### PDN straps and rails, run 1

Pins as bars on the die edge. Tap cells in gray.
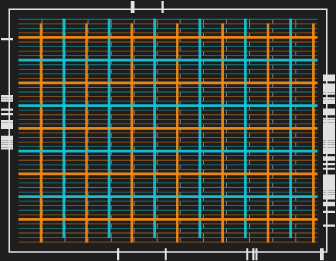
### Placement by cell class, run 1

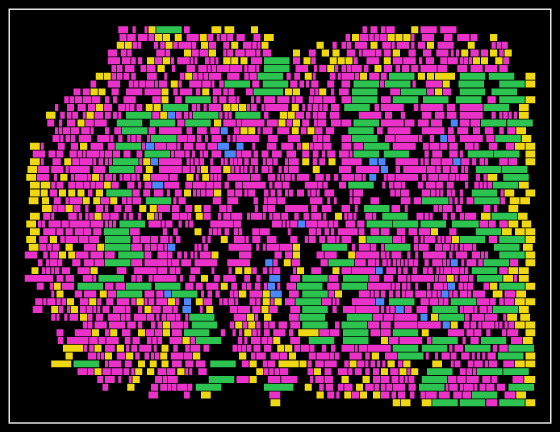
### Routed clock nets over the placement, run 1

The bar under the picture is 50 um long.
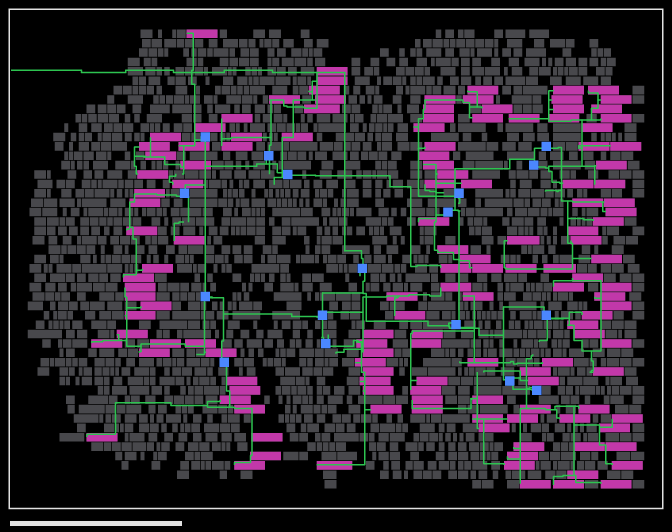
File: src/rtl/ternary_mac_array.sv
// Multi-lane ternary multiply-accumulate engine: one broadcast activation stream,
// per-lane {+1,-1,0} weights, saturating accumulators and a shift/ReLU/clamp requantiser.
module ternary_mac_array #(
  parameter int ACT_W = 8,
  parameter int LANES = 4,
  parameter int ACC_W = 20,
  parameter int OUT_W = 8,
  parameter int LEN_W = 8
) (
  input  logic                     clk,
  input  logic                     rst_n,
  input  logic                     ena,
  input  logic                     start,
  input  logic                     abort,
  input  logic [LEN_W-1:0]         cfg_len,
  input  logic [3:0]               cfg_shift,
  input  logic                     cfg_relu,
  input  logic                     in_valid,
  output logic                     in_ready,
  input  logic [ACT_W-1:0]         act,
  input  logic [2*LANES-1:0]       wts,
  output logic                     out_valid,
  input  logic                     out_ready,
  output logic [LANES*OUT_W-1:0]   out_data,
  output logic [LANES-1:0]         ovf,
  output logic                     busy
);

  typedef enum logic [1:0] {S_IDLE, S_ACCUM, S_QUANT, S_OUTPUT} state_t;

  localparam logic signed [ACC_W-1:0] ACC_MAX = {1'b0, {(ACC_W-1){1'b1}}};
  localparam logic signed [ACC_W-1:0] ACC_MIN = {1'b1, {(ACC_W-1){1'b0}}};
  localparam logic signed [ACC_W-1:0] OUT_MAX = {{(ACC_W-OUT_W+1){1'b0}}, {(OUT_W-1){1'b1}}};
  localparam logic signed [ACC_W-1:0] OUT_MIN = ~OUT_MAX;

  state_t           state_q, state_d;
  logic [LEN_W-1:0] cnt_q, cnt_d;
  logic [LEN_W-1:0] len_q;
  logic [3:0]       shift_q;
  logic             relu_q;

  logic load_cfg;
  logic beat;
  logic last_beat;
  logic do_quant;

  // Shared qualifiers; abort and ena=0 suppress every state-changing event.
  always_comb begin
    load_cfg  = ena & ~abort & start &
                ((state_q == S_IDLE) | ((state_q == S_OUTPUT) & out_ready));
    beat      = ena & ~abort & (state_q == S_ACCUM) & in_valid;
    last_beat = beat & (cnt_q == len_q);
    do_quant  = ena & ~abort & (state_q == S_QUANT);
  end

  always_ff @(posedge clk or negedge rst_n) begin
    if (!rst_n) begin
      state_q <= S_IDLE;
    end else begin
      state_q <= state_d;
    end
  end

  always_comb begin
    state_d = state_q;
    if (ena) begin
      if (abort) begin
        state_d = S_IDLE;
      end else begin
        unique case (state_q)
          S_IDLE:   if (start) state_d = S_ACCUM;
          S_ACCUM:  if (last_beat) state_d = S_QUANT;
          S_QUANT:  state_d = S_OUTPUT;
          S_OUTPUT: if (out_ready) state_d = start ? S_ACCUM : S_IDLE;
          default:  state_d = S_IDLE;
        endcase
      end
    end
  end

  always_comb begin
    in_ready  = ena & (state_q == S_ACCUM);
    out_valid = (state_q == S_OUTPUT);
    busy      = (state_q != S_IDLE);
  end

  // The counter parks at len on the final beat so it never wraps at the maximum length.
  always_comb begin
    cnt_d = cnt_q;
    if (ena & abort) begin
      cnt_d = '0;
    end else if (load_cfg) begin
      cnt_d = '0;
    end else if (beat & ~last_beat) begin
      cnt_d = cnt_q + 1'b1;
    end
  end

  always_ff @(posedge clk or negedge rst_n) begin
    if (!rst_n) begin
      cnt_q   <= '0;
      len_q   <= '0;
      shift_q <= '0;
      relu_q  <= 1'b0;
    end else begin
      cnt_q <= cnt_d;
      if (load_cfg) begin
        len_q   <= cfg_len;
        shift_q <= cfg_shift;
        relu_q  <= cfg_relu;
      end
    end
  end

  for (genvar gi = 0; gi < LANES; gi++) begin : g_lane
    logic signed [ACC_W-1:0] acc_q, acc_d;
    logic                    ovf_q;
    logic [OUT_W-1:0]        out_q;
    logic [1:0]              w;
    logic signed [ACC_W:0]   act_ext, term, sum;
    logic                    sat;
    logic signed [ACC_W-1:0] shifted, relued;
    logic [OUT_W-1:0]        quant;

    // One guard bit above the accumulator detects overflow of the add.
    always_comb begin
      w       = wts[2*gi +: 2];
      act_ext = (ACC_W+1)'($signed(act));
      unique case (w)
        2'b01:   term = act_ext;
        2'b10:   term = -act_ext;
        default: term = '0;
      endcase
      sum = $signed({acc_q[ACC_W-1], acc_q}) + term;
      sat = sum[ACC_W] ^ sum[ACC_W-1];
      if (!sat) begin
        acc_d = sum[ACC_W-1:0];
      end else if (sum[ACC_W]) begin
        acc_d = ACC_MIN;
      end else begin
        acc_d = ACC_MAX;
      end

      shifted = acc_q >>> shift_q;
      relued  = (relu_q && shifted[ACC_W-1]) ? '0 : shifted;
      if (relued > OUT_MAX) begin
        quant = OUT_MAX[OUT_W-1:0];
      end else if (relued < OUT_MIN) begin
        quant = OUT_MIN[OUT_W-1:0];
      end else begin
        quant = relued[OUT_W-1:0];
      end
    end

    always_ff @(posedge clk or negedge rst_n) begin
      if (!rst_n) begin
        acc_q <= '0;
        ovf_q <= 1'b0;
        out_q <= '0;
      end else begin
        if (load_cfg) begin
          acc_q <= '0;
          ovf_q <= 1'b0;
        end else if (beat) begin
          acc_q <= acc_d;
          if (sat) ovf_q <= 1'b1;
        end
        if (do_quant) out_q <= quant;
      end
    end

    assign out_data[gi*OUT_W +: OUT_W] = out_q;
    assign ovf[gi]                     = ovf_q;
  end

endmodule

File: config.mk
export PLATFORM = sky130hd
export DESIGN_NAME = ternary_mac_array
export DESIGN_NICKNAME = d
export VERILOG_FILES = /design/src/rtl/ternary_mac_array.sv
export SDC_FILE = /design/constraint.sdc
export NUM_CORES = 1
export LEC_CHECK = 0
export ABC_AREA = 0
export ABC_CLOCK_PERIOD_IN_PS = 4600
export CAP_MARGIN = 20
export CORE_ASPECT_RATIO = 0.75
export CORE_MARGIN = 5
export CORE_UTILIZATION = 60
export CTS_BUF_LIST = sky130_fd_sc_hd__clkbuf_4
export CTS_CLUSTER_SIZE = 10
export DETAILED_ROUTE_END_ITERATION = 8
export PLACE_DENSITY = 0.87
export SYNTH_ARGS = -nofsm -noshare
export SYNTH_HDL_FRONTEND = slang
export SYNTH_SLANG_ARGS = --single-unit
File: constraint.sdc
create_clock -name clk -period 4.6 [get_ports clk]
set_input_delay 0.69 -clock clk [delete_from_list [all_inputs] [get_ports clk]]
set_output_delay 0.69 -clock clk [all_outputs]
set_load 0.005 [all_outputs]
==> flow_summary.toml, run 1 <==
# generated from flow reports
[final_timing]
tightest_slew_ns = 1.15
finalClockPeriodUsage_pct = 97.2
period_needed_ns = 4.47
timing.hold.ws_ns = 0.0738

[flow_run]
warnings = 34
maxCapViolations = 0

[clock_tree]
cts_hold_buf = 0
cts_buffers = 17
cts_setup_buffers = 0
clock_sinks = 139

[power_and_ir_drop]
powerSeq_uw = 2340
p_per_area_nw_per_um2 = 454
combPwrFrac_pct = 59.4
seqPwrFrac_pct = 30.2

[finish]
final_nets = 2000
flop-count = 139
mostFrequentLayoutCells = "buf_4, a21oi_1, nand2_1"
final-clk-cell-share_pct = 1.55
area_growth_pct = 18.6
largestClassByArea = "combinational gates"
clock_buffers = 18

[run_status]
status = "complete, no violations"

[setup_path]
path_buffers = 5
cp_data_required_time_ns = 5.08
cp_cell_sequence = "clkdlybuf4s50_1 -> or3_4 -> or4_1 -> ha_2 -> buf_4 -> nand2b_1 -> a21oi_1 -> ha_1 -> buf_4 -> and3_1 -> o221ai_1 -> nand2_1 -> a31oi_2 -> xor2_2 -> buf_4 -> nor3_4 -> buf_12 -> a221o_1"
r2r-end = "g_lane[1].out_q[6]$_DFFE_PN0P_"
crit_type = "input port to register"
r2r_start = "shift_q[0]$_DFFE_PN0P_"
cp-startpoint = "act[4]"
cpMostUsedCell = "buf_4"
cp_max_fo = 18

[yosys]
adder_share_pct = 9.04
synthTopCellsByCount = "a21oi_1, nand2_1, dfrtp_1, nor2_1, ha_1"
fp_nets = 1796
ys.flop_type = "dfrtp_1"
ys_seq_share_pct = 24.1
synth_area_per_cell_um2 = 8.69
syn-cell-area_um2 = 14400
ys.flops = 139

[place]
post_dp_cell_area_um2 = 16800
port_buffers = 74
place_ws_ns = -0.601
dpl.cell_count = 2149

[global_routing]
antenna_found_initial = 1
grt_pass1_wl_um = 73500
grt_pass1_vias = 13700

[route]
routedWlPerCell_um = 21.1
drt_iter0_markers = 2024
m1WireLength_um = 19900

[floorplanning]
ios = 75
-- 'PDN straps and rails' (at the start) --
[VSS] orange
[VDD] cyan
met4 straps: 13
rows: 49
met1 rails: 50
met5 straps: 9
tap cells: 306
die x size: 189 um
core area: 23800 um2
worst IR drop on VDD: 0.000330 V

-- 'Placement by cell class' (at the start) --
[flops] green | cells: 139 | share of their area: 21%
[combinational and other logic] magenta | cells: 1405 | share of their area: 63%
[other buffers and delay cells] yellow | cells: 300 | share of their area: 15%
[clock drivers and dummy loads] blue | cells: 32 | share of their area: 1.6%
post-route cell area: 17100 um2
Core Util, Final: 71.7%
Placement Rows: 49

-- 'Routed clock nets over the placement' (at the start) --
[clock drivers] blue | count: 17
[flip-flops] magenta | count: 139
[clock wires] green | length: 1970 um
routed clock nets: 18
flops lie: all over the die
Clock power frac: 10.4%
Max Clock Skew: 0.0227 ns
Late-Pin Clk Latency: 0.60 ns
Clock net power: 804 uW

==> run 2, diff against run 1 <==
--- a/config.mk
+++ b/config.mk
@@ -14,6 +14,7 @@
 export CTS_BUF_LIST = sky130_fd_sc_hd__clkbuf_4
 export CTS_CLUSTER_SIZE = 10
 export DETAILED_ROUTE_END_ITERATION = 8
+export GPL_TIMING_DRIVEN = 1
 export PLACE_DENSITY = 0.87
 export SYNTH_ARGS = -nofsm -noshare
 export SYNTH_HDL_FRONTEND = slang
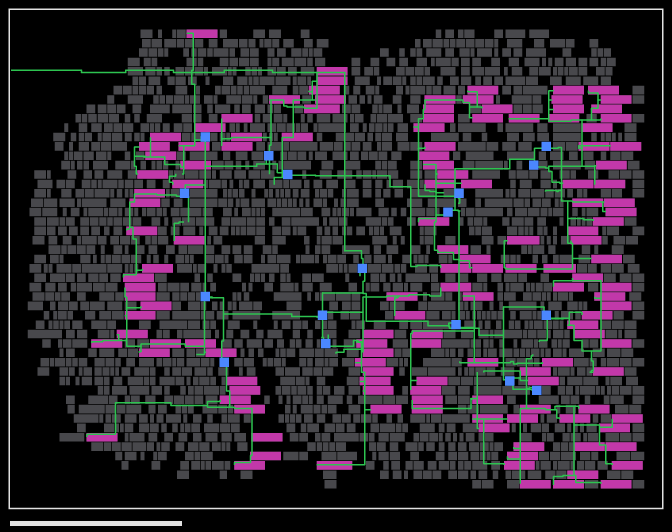
*Routed clock nets over the placement, run 2*
The bar under the picture is 50 um long.
[clock drivers] blue | count: 17
[clock wires] green | length: 1970 um
[flip-flops] magenta | count: 139
flops lie: all over the die

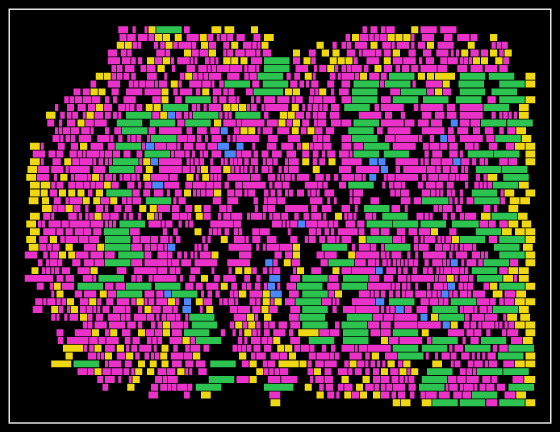
*Placement by cell class, run 2*
[other buffers and delay cells] yellow | cells: 300 | share of their area: 15%
[flops] green | cells: 139 | share of their area: 21%
[combinational and other logic] magenta | cells: 1405 | share of their area: 63%
[clock drivers and dummy loads] blue | cells: 32 | share of their area: 1.6%
sequential cell area share: 20.4%

==> flow_summary.toml, run 2 <==
# generated from flow reports
[floorplanning]
die_w_um = 189
coreArea_um2 = 23800
rows = 49
ios = 75

[finish]
num_antenna_cells = 1
design_area_um2 = 17100
area_growth_pct = 18.6
final-clk-cell-share_pct = 1.55
largestClassByArea = "combinational gates"
top_register = "g_lane.acc_q"
finish.utilization_pct = 71.7
area.sequential_um2 = 3490
flop-count = 139
final_nets = 2000
clock_buffers = 18
lay_top_count = "buf_4"
logic_area_um2 = 10300
mostFrequentLayoutCells = "buf_4, a21oi_1, nand2_1"

[yosys]
ys.flops = 139
adder_share_pct = 9.04
synthDistinctLibCells = 90
synth_area_per_cell_um2 = 8.69
yosys_cells = 1659
ys_seq_share_pct = 24.1
synth-async-reset-ratio_pct = 100
ys.flop_type = "dfrtp_1"
largest_area_cell = "dfrtp_1"
simple_gate_share_pct = 14.9
fp_nets = 1796
synthTopCellsByCount = "a21oi_1, nand2_1, dfrtp_1, nor2_1, ha_1"
syn-cell-area_um2 = 14400

[setup_path]
cp.depth = 18
cp_data_required_time_ns = 5.08
crit_family = "simple AND/OR/NAND/NOR gates"
cp-startpoint = "act[4]"
cp_max_fo = 18
path_buffers = 5
crit_type = "input port to register"
startpoint_type = "input port"
r2r_start = "shift_q[0]$_DFFE_PN0P_"
r2r-end = "g_lane[1].out_q[6]$_DFFE_PN0P_"
cpMostUsedCell = "buf_4"
end_kind = "register"
cp_cell_sequence = "clkdlybuf4s50_1 -> or3_4 -> or4_1 -> ha_2 -> buf_4 -> nand2b_1 -> a21oi_1 -> ha_1 -> buf_4 -> and3_1 -> o221ai_1 -> nand2_1 -> a31oi_2 -> xor2_2 -> buf_4 -> nor3_4 -> buf_12 -> a221o_1"

[power_and_ir_drop]
combPwrFrac_pct = 59.4
pwr-share-clk_pct = 10.4
p_per_area_nw_per_um2 = 454
powerSeq_uw = 2340
swShare_pct = 47.7
seqPwrFrac_pct = 30.2
pg_clk_uw = 804
ir_drop_v = 0.000330

[route]
m1WireLength_um = 19900
drt_iter0_markers = 2024
first_pass_iters = 7
vias_per_cell = 6.78
wl_met2_um = 19600
drc_errors = 0

[final_timing]
finalClockPeriodUsage_pct = 97.2
worst_slack_ns = 0.128
finalSetupViolCount = 0
timing.hold.ws_ns = 0.0738
tightest_slew_ns = 1.15
skew_ns = 0.0227
hold_violations = 0
slew_violations = 0
period_needed_ns = 4.47

[run_status]
status = "complete, no violations"

[global_routing]
grt_pass1_vias = 13700
use_met3_pct = 8.88
antenna_found_initial = 1
grt_pass1_wl_um = 73500

[place]
dpl.cell_count = 2149
gp_congestion = 0.996
place_ws_ns = -0.601
port_buffers = 74
post_dp_cell_area_um2 = 16800

[flow_run]
warnings = 34
maxCapViolations = 0

[clock_tree]
cts_setup_buffers = 0
clock_sinks = 139
clk_latency_ns = 0.60
cts_buffers = 17
cts_hold_buf = 0

[min_path]
hold_path_class = "input port to async pin"
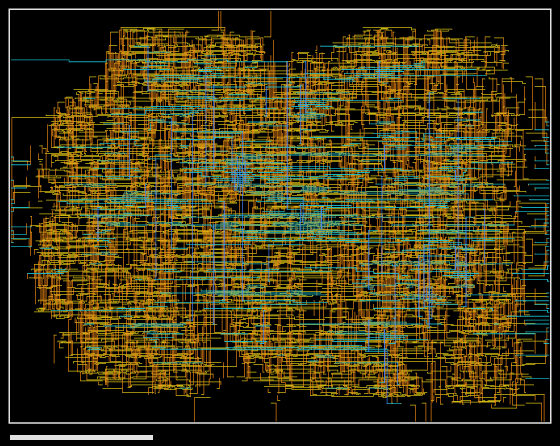
*Wiring by layer, run 2*
The bar under the picture is 50 um long.
[metal 1] yellow | wire length: 19900 um
[metal 4] blue | wire length: 1030 um
[metal 2] orange | wire length: 19600 um
[metal 3] cyan | wire length: 5530 um
post-DR wirelength/cell: 21.1 um
Vias: 14.8k
Total Wirelength: 46100 um
GRT Overall Usage: 33.4%

No activity file was given, so power comes from the tool's default toggle rates.
